$ cat config.mk
export PLATFORM = sky130hd
export DESIGN_NAME = obi_sbr_regbank
export DESIGN_NICKNAME = d
export VERILOG_FILES = /design/src/rtl/obi_sbr_regbank_pkg.sv /design/src/rtl/obi_rsp_fifo.sv /design/src/rtl/obi_sbr_regbank.sv
export SDC_FILE = /design/constraint.sdc
export NUM_CORES = 1
export LEC_CHECK = 0
export ABC_AREA = 1
export CAP_MARGIN = 20
export CORE_MARGIN = 10
export CORE_UTILIZATION = 40
export CTS_CLUSTER_DIAMETER = 120
export CTS_CLUSTER_SIZE = 28
export DETAILED_ROUTE_END_ITERATION = 12
export PLACE_DENSITY_LB_ADDON = 0.12
export SETUP_SLACK_MARGIN = 0.4
export SLEW_MARGIN = 40
export SYNTH_ARGS = -nofsm -noshare
export SYNTH_HDL_FRONTEND = slang
export SYNTH_HIERARCHICAL = 1
export SYNTH_SLANG_ARGS = --single-unit
$ cat constraint.sdc
create_clock -name clk_i -period 10.8 [get_ports clk_i]
set_input_delay 2.16 -clock clk_i [delete_from_list [all_inputs] [get_ports clk_i]]
set_output_delay 2.16 -clock clk_i [all_outputs]
set_load 0.02 [all_outputs]
$ cat src/rtl/obi_sbr_regbank_pkg.sv
// Shared OBI types and Bar slot constants for the register-bank subordinate.
// Request/response channel layouts plus the FIFO entry type for buffered responses.
package obi_sbr_regbank_pkg;

  localparam logic [31:0] BarAddrOffset = 32'h2000_0000;
  localparam int          BarNumWords   = 8;
  localparam int          AidWidth      = 4;

  typedef struct packed {
    logic [31:0]         addr;
    logic                we;
    logic [3:0]          be;
    logic [31:0]         wdata;
    logic [AidWidth-1:0] aid;
    logic                a_optional;
  } sbr_obi_a_chan_t;

  typedef struct packed {
    sbr_obi_a_chan_t a;
    logic            req;
    logic            rready;
  } sbr_obi_req_t;

  typedef struct packed {
    logic [31:0]         rdata;
    logic [AidWidth-1:0] rid;
    logic                err;
    logic                r_optional;
  } sbr_obi_r_chan_t;

  typedef struct packed {
    sbr_obi_r_chan_t r;
    logic            gnt;
    logic            rvalid;
  } sbr_obi_rsp_t;

  typedef struct packed {
    logic [31:0]         rdata;
    logic [AidWidth-1:0] rid;
    logic                err;
  } sbr_obi_rsp_entry_t;

endpackage

$ cat src/rtl/obi_rsp_fifo.sv
// Generic synchronous FIFO of Depth entries of type T; head visible combinationally.
// Latency 1 cycle push-to-output; push ignored when full unless a pop happens the same edge.
module obi_rsp_fifo #(
  parameter type T     = logic,
  parameter int  Depth = 2,
  localparam int CntW  = $clog2(Depth + 1)
) (
  input  logic            clk_i,
  input  logic            rst_i,
  input  logic            push_i,
  input  T                data_i,
  input  logic            pop_i,
  output T                data_o,
  output logic            full_o,
  output logic            empty_o,
  output logic [CntW-1:0] count_o
);

  localparam int              PtrW     = (Depth > 1) ? $clog2(Depth) : 1;
  localparam logic [PtrW-1:0] LastPtr  = PtrW'(Depth - 1);
  localparam logic [CntW-1:0] DepthCnt = CntW'(Depth);

  T                mem_q [Depth];
  logic [PtrW-1:0] wptr_q, rptr_q;
  logic [CntW-1:0] count_q;
  logic            do_push, do_pop;

  assign full_o  = (count_q == DepthCnt);
  assign empty_o = (count_q == '0);
  assign count_o = count_q;
  assign data_o  = mem_q[rptr_q];
  assign do_pop  = pop_i && !empty_o;
  assign do_push = push_i && (!full_o || do_pop);

  always_ff @(posedge clk_i) begin
    if (do_push) mem_q[wptr_q] <= data_i;
  end

  // Pointers wrap explicitly so non-power-of-2 depths work.
  always_ff @(posedge clk_i or posedge rst_i) begin
    if (rst_i) begin
      wptr_q  <= '0;
      rptr_q  <= '0;
      count_q <= '0;
    end else begin
      if (do_push) wptr_q <= (wptr_q == LastPtr) ? '0 : wptr_q + 1'b1;
      if (do_pop)  rptr_q <= (rptr_q == LastPtr) ? '0 : rptr_q + 1'b1;
      case ({do_push, do_pop})
        2'b10:   count_q <= count_q + 1'b1;
        2'b01:   count_q <= count_q - 1'b1;
        default: count_q <= count_q;
      endcase
    end
  end

endmodule

$ cat src/rtl/obi_sbr_regbank.sv
// OBI subordinate with NumWords byte-writable 32-bit registers; bad addresses answer err=1.
// Response 1 cycle after accept via FIFO; gnt drops when RspDepth responses are unreturned.
module obi_sbr_regbank
  import obi_sbr_regbank_pkg::*;
#(
  parameter int          NumWords = BarNumWords,
  parameter logic [31:0] BaseAddr = BarAddrOffset,
  parameter int          RspDepth = 2
) (
  input  logic                     clk_i,
  input  logic                     rst_i,
  input  sbr_obi_req_t             obi_req_i,
  output sbr_obi_rsp_t             obi_rsp_o,
  output logic [NumWords*32-1:0]   regs_o
);

  localparam int              IdxW       = $clog2(NumWords);
  localparam logic [31:0]     RangeBytes = 32'(NumWords * 4);
  localparam int              CntW       = $clog2(RspDepth + 1);
  localparam logic [CntW-1:0] DepthCnt   = CntW'(RspDepth);

  logic [31:0]        regs_q [NumWords];
  logic [31:0]        off;
  logic               addr_ok;
  logic [IdxW-1:0]    idx;
  logic               gnt, accept, pop;
  sbr_obi_rsp_entry_t push_entry, head_entry;
  logic [CntW-1:0]    fifo_count;
  logic               fifo_full, fifo_empty;
  logic               unused_sig;

  // Subtraction wraps, so addresses below BaseAddr land far out of range.
  assign off     = obi_req_i.a.addr - BaseAddr;
  assign addr_ok = (off < RangeBytes) && (obi_req_i.a.addr[1:0] == 2'b00);
  assign idx     = off[2 +: IdxW];

  assign gnt    = (fifo_count < DepthCnt);
  assign accept = obi_req_i.req && gnt;
  assign pop    = !fifo_empty && obi_req_i.rready;

  always_comb begin
    push_entry     = '0;
    push_entry.rid = obi_req_i.a.aid;
    push_entry.err = !addr_ok;
    if (addr_ok && !obi_req_i.a.we) push_entry.rdata = regs_q[idx];
  end

  always_ff @(posedge clk_i or posedge rst_i) begin
    if (rst_i) begin
      for (int i = 0; i < NumWords; i++) regs_q[i] <= '0;
    end else if (accept && addr_ok && obi_req_i.a.we) begin
      for (int k = 0; k < 4; k++) begin
        if (obi_req_i.a.be[k]) regs_q[idx][8*k +: 8] <= obi_req_i.a.wdata[8*k +: 8];
      end
    end
  end

  obi_rsp_fifo #(
    .T     (sbr_obi_rsp_entry_t),
    .Depth (RspDepth)
  ) u_rsp_fifo (
    .clk_i   (clk_i),
    .rst_i   (rst_i),
    .push_i  (accept),
    .data_i  (push_entry),
    .pop_i   (pop),
    .data_o  (head_entry),
    .full_o  (fifo_full),
    .empty_o (fifo_empty),
    .count_o (fifo_count)
  );

  // r fields are forced to zero while nothing is pending.
  always_comb begin
    obi_rsp_o        = '0;
    obi_rsp_o.gnt    = gnt;
    obi_rsp_o.rvalid = !fifo_empty;
    if (!fifo_empty) begin
      obi_rsp_o.r.rdata = head_entry.rdata;
      obi_rsp_o.r.rid   = head_entry.rid;
      obi_rsp_o.r.err   = head_entry.err;
    end
  end

  for (genvar i = 0; i < NumWords; i++) begin : g_regs_out
    assign regs_o[32*i +: 32] = regs_q[i];
  end

  assign unused_sig = ^{fifo_full, obi_req_i.a.a_optional};

endmodule

==> impl_metrics.json <==
{
  "max_freq_mhz": 204.8,
  "seq_power_share": 0.495,
  "clock_area_frac": 0.02012,
  "rows": 72,
  "ff2ff_path_depth": 7,
  "p_comb_frac": 0.270,
  "ff_latch_area_sq_um": 8732,
  "syn_area_sq_um": 15700,
  "largest_cell_class": "sequential cells",
  "finalClockPeriodUsage": 0.4522,
  "syn_to_final_growth_pct": 27.09,
  "cp_max_fo": 33,
  "reg2reg_slack_ns": 8.02,
  "worst_pin_slew_ns": 0.7674,
  "comb_cells": 1210,
  "chipArea_sq_um": 47590,
  "htreeDepth": 1,
  "crit_chain": "clkdlybuf4s50_1, inv_1, nand3_2, buf_4, clkinv_1, buf_4, nand4_1, nand2_1, nand2_1",
  "largest_reg_flops": 256,
  "p_sw_frac": 0.3127,
  "r2r-start": "u_rsp_fifo/count_o[1]$_DFFE_PP0P_",
  "cts-root-buf": "clkbuf_16",
  "setup_violations": 0,
  "via_per_inst": 5.478,
  "maxCapViolations": 0,
  "cp_data_arrival_time_ns": 5.34,
  "worstPathRequired_ns": 11.25,
  "insertion_delay_ns": 0.53,
  "n_all_inverters": 91,
  "p_leak_nw": 9.501,
  "nets": 2126,
  "status": "complete, no violations",
  "intPower_w": 0.001975,
  "buffer_area_frac": 0.1990,
  "first_iter_violations": 1563,
  "slowest_delay_ns": 0.69,
  "fin_crit_ns": 4.884,
  "slew_viol_final": 0,
  "pwr_density_cell_nw_per_um2": 144.0,
  "hold_buffers": 0,
  "fillCellCount": 3633,
  "min_path_type": "flip-flop to flip-flop",
  "fp_util": 0.4054,
  "hold-worst-slack_ns": 0.5226,
  "nNonClkBuffers": 395,
  "cpMaxStageDelayCell": "clkinv_1",
  "clock_sinks": 334,
  "ant_nets": 0,
  "grt_pass1_vias": 13686,
  "grt_pass1_wl_microns": 91060,
  "comb_area_sq_um": 5834,
  "core_sq_um": 38740,
  "tritoncts": "built",
  "holdPathStages": 2,
  "nWellTaps": 518,
  "antenna_found_initial": 4,
  "grt_max_degree": 128,
  "yosysWarnings": 6,
  "antenna_cells": 2,
  "max-slew-margin-rel": 0.4869,
  "hpwl_microns": 40630,
  "cts_buffers": 15,
  "reg2reg_to": "regs_o[88]$_DFFE_PP0P_",
  "drcViolationCount": 0,
  "ir_drop_uv": 79.70,
  "drive_above_1_share": 0.05166,
  "clockBufferDepth": 3,
  "avgSynthCellArea_sq_um": 8.912,
  "tns_ns": 0,
  "worst_slack_ns": 5.916,
  "fin_area_sq_um": 19960,
  "place.gp.congestion": 0.8681,
  "finClkSkew_ns": 0.02105,
  "seqAreaFraction": 0.4375,
  "fp_nets": 1841,
  "ctsResizeCount": 0,
  "clk_pin_slew_ns": 0.11,
  "io_pins": 374,
  "hold_path_end": "regs_o[190]$_DFFE_PP0P_",
  "drtPass1Iterations": 6,
  "hold_viol": 0,
  "p_clk_frac": 0.235,
  "end_kind": "flip-flop",
  "p_switching_w": 0.0008986,
  "placed_area_sq_um": 19540,
  "min-delay-start": "regs_o[190]$_DFFE_PP0P_",
  "post_cts_buffers": 0,
  "synthCells": 1762,
  "warnings": 30,
  "crit_type": "input pin to flip-flop",
  "crit_start": "obi_req_i[46]",
  "place_ws_ns": 5.432,
  "rsz0062_at_grt": "no",
  "ff_count": 334,
  "overflow": 0,
  "cp-start-kind": "input pin",
  "clockBufferCount": 22,
  "endpoint": "regs_o[85]$_DFFE_PP0P_",
  "comb_area_share": 0.2923
}
[through the flow]
stage | power (W) | instances | utilization
finish | 0.002874 | 2572 | 0.5152
global route | 0.002990 | 2571 | 0.5151
CTS | 0.002902 | 2569 | 0.5147
detailed placement | 0.002236 | 2547 | 0.5043
global placement | 0.002202 | 2543 | 0.5012
floorplan | 0.001893 | 1762 | -
[power groups by stage]
| stage | clock [W] | sequential (W) | combinational (W) |
|---|---|---|---|
| after global routing | 0.000723 | 0.00143 | 0.000835 |
| final | 0.000675 | 0.00142 | 0.000776 |
| after global placement | 0 | 0.00145 | 0.000755 |
| after CTS | 0.000689 | 0.00142 | 0.000789 |
| after detailed placement | 0 | 0.00145 | 0.000786 |
| after floorplan | 0 | 0.00141 | 0.000483 |
[placed cells by master, fill, tap and decap left out, types with 2 or more instances in the layout]
| cell | n |
|---|---|
| clkdlybuf4s50_1 | 371 |
| nor3_1 | 7 |
| o22ai_1 | 96 |
| diode_2 | 2 |
| o211ai_1 | 8 |
| clkbuf_16 | 15 |
| clkbuf_1 | 7 |
| mux2_4 | 20 |
| nor2_1 | 159 |
| nand2_1 | 562 |
| buf_8 | 2 |
| inv_1 | 80 |
| buf_4 | 18 |
| buf_16 | 3 |
| inv_2 | 5 |
| edfxtp_1 | 74 |
| nand3_1 | 263 |
| dfrtp_1 | 259 |
| inv_4 | 4 |
| nor2_4 | 7 |
| nand3b_1 | 4 |
| mux2_2 | 17 |
| o22a_1 | 11 |
| nand4_1 | 35 |
| nand3_2 | 8 |
[metal layers]
metal  vias up  track usage  routed length, microns
met5         -            0                      17
met4         4      0.07637                    1885
met3       106      0.05925                    5677
met2       672       0.3852                   27980
met1      6909       0.3406                   26070
li1       6398            -                       -
[critical path: cells and delay by family]
kind	cells	cell delay (ns)
buf+inv	5	2.45
simple gates	4	0.68
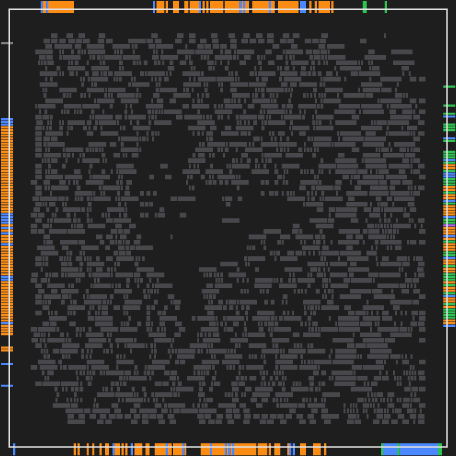
**Above:** pin map.
(2 px per micron) Pins as bars across the die edge, other pins in grey.
Key: obi_req_i = blue [pins 76, direction input, edge 40 bottom, 15 left, 11 right, 10 top]; regs_o = orange [pins 256, direction output, edge 82 top, 76 bottom, 69 left, 29 right]; obi_rsp_o = green [pins 40, direction output, edge 33 right, 4 bottom, 3 top]; rst_i = purple [pins 1, direction input, edge right]
die height: 218.1 microns
input/output buffers: 371
Die Span X: 218.1 microns

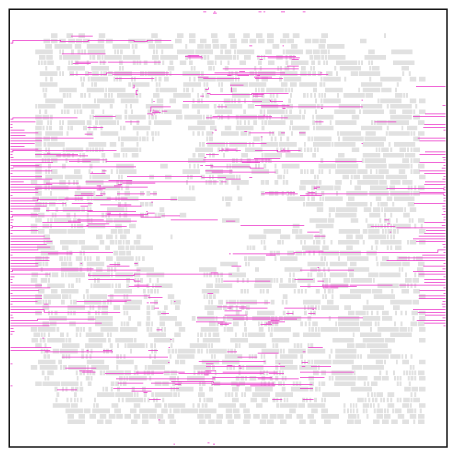
**Above:** the metal 3 layer.
(2 px per micron)
The layer holds 9.2% of the routed length. 287 nets have wire on it. The longest straight run is 128 microns. The layer carries 5,680 microns of wire.
M3 GR Usage: 0.05925
Total Wirelength: 61,630 microns
vias: 14,089

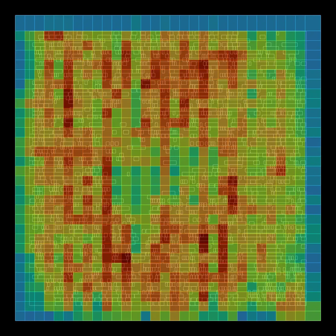
**Above:** routing congestion map.
DR WL/cell: 23.96 microns
final core occ: 0.5152
Tot GR Track Use: 0.2493
GRT met1 Usage: 0.3406
GRT busiest layer: met2

Power is estimated from default activity; no workload was simulated.
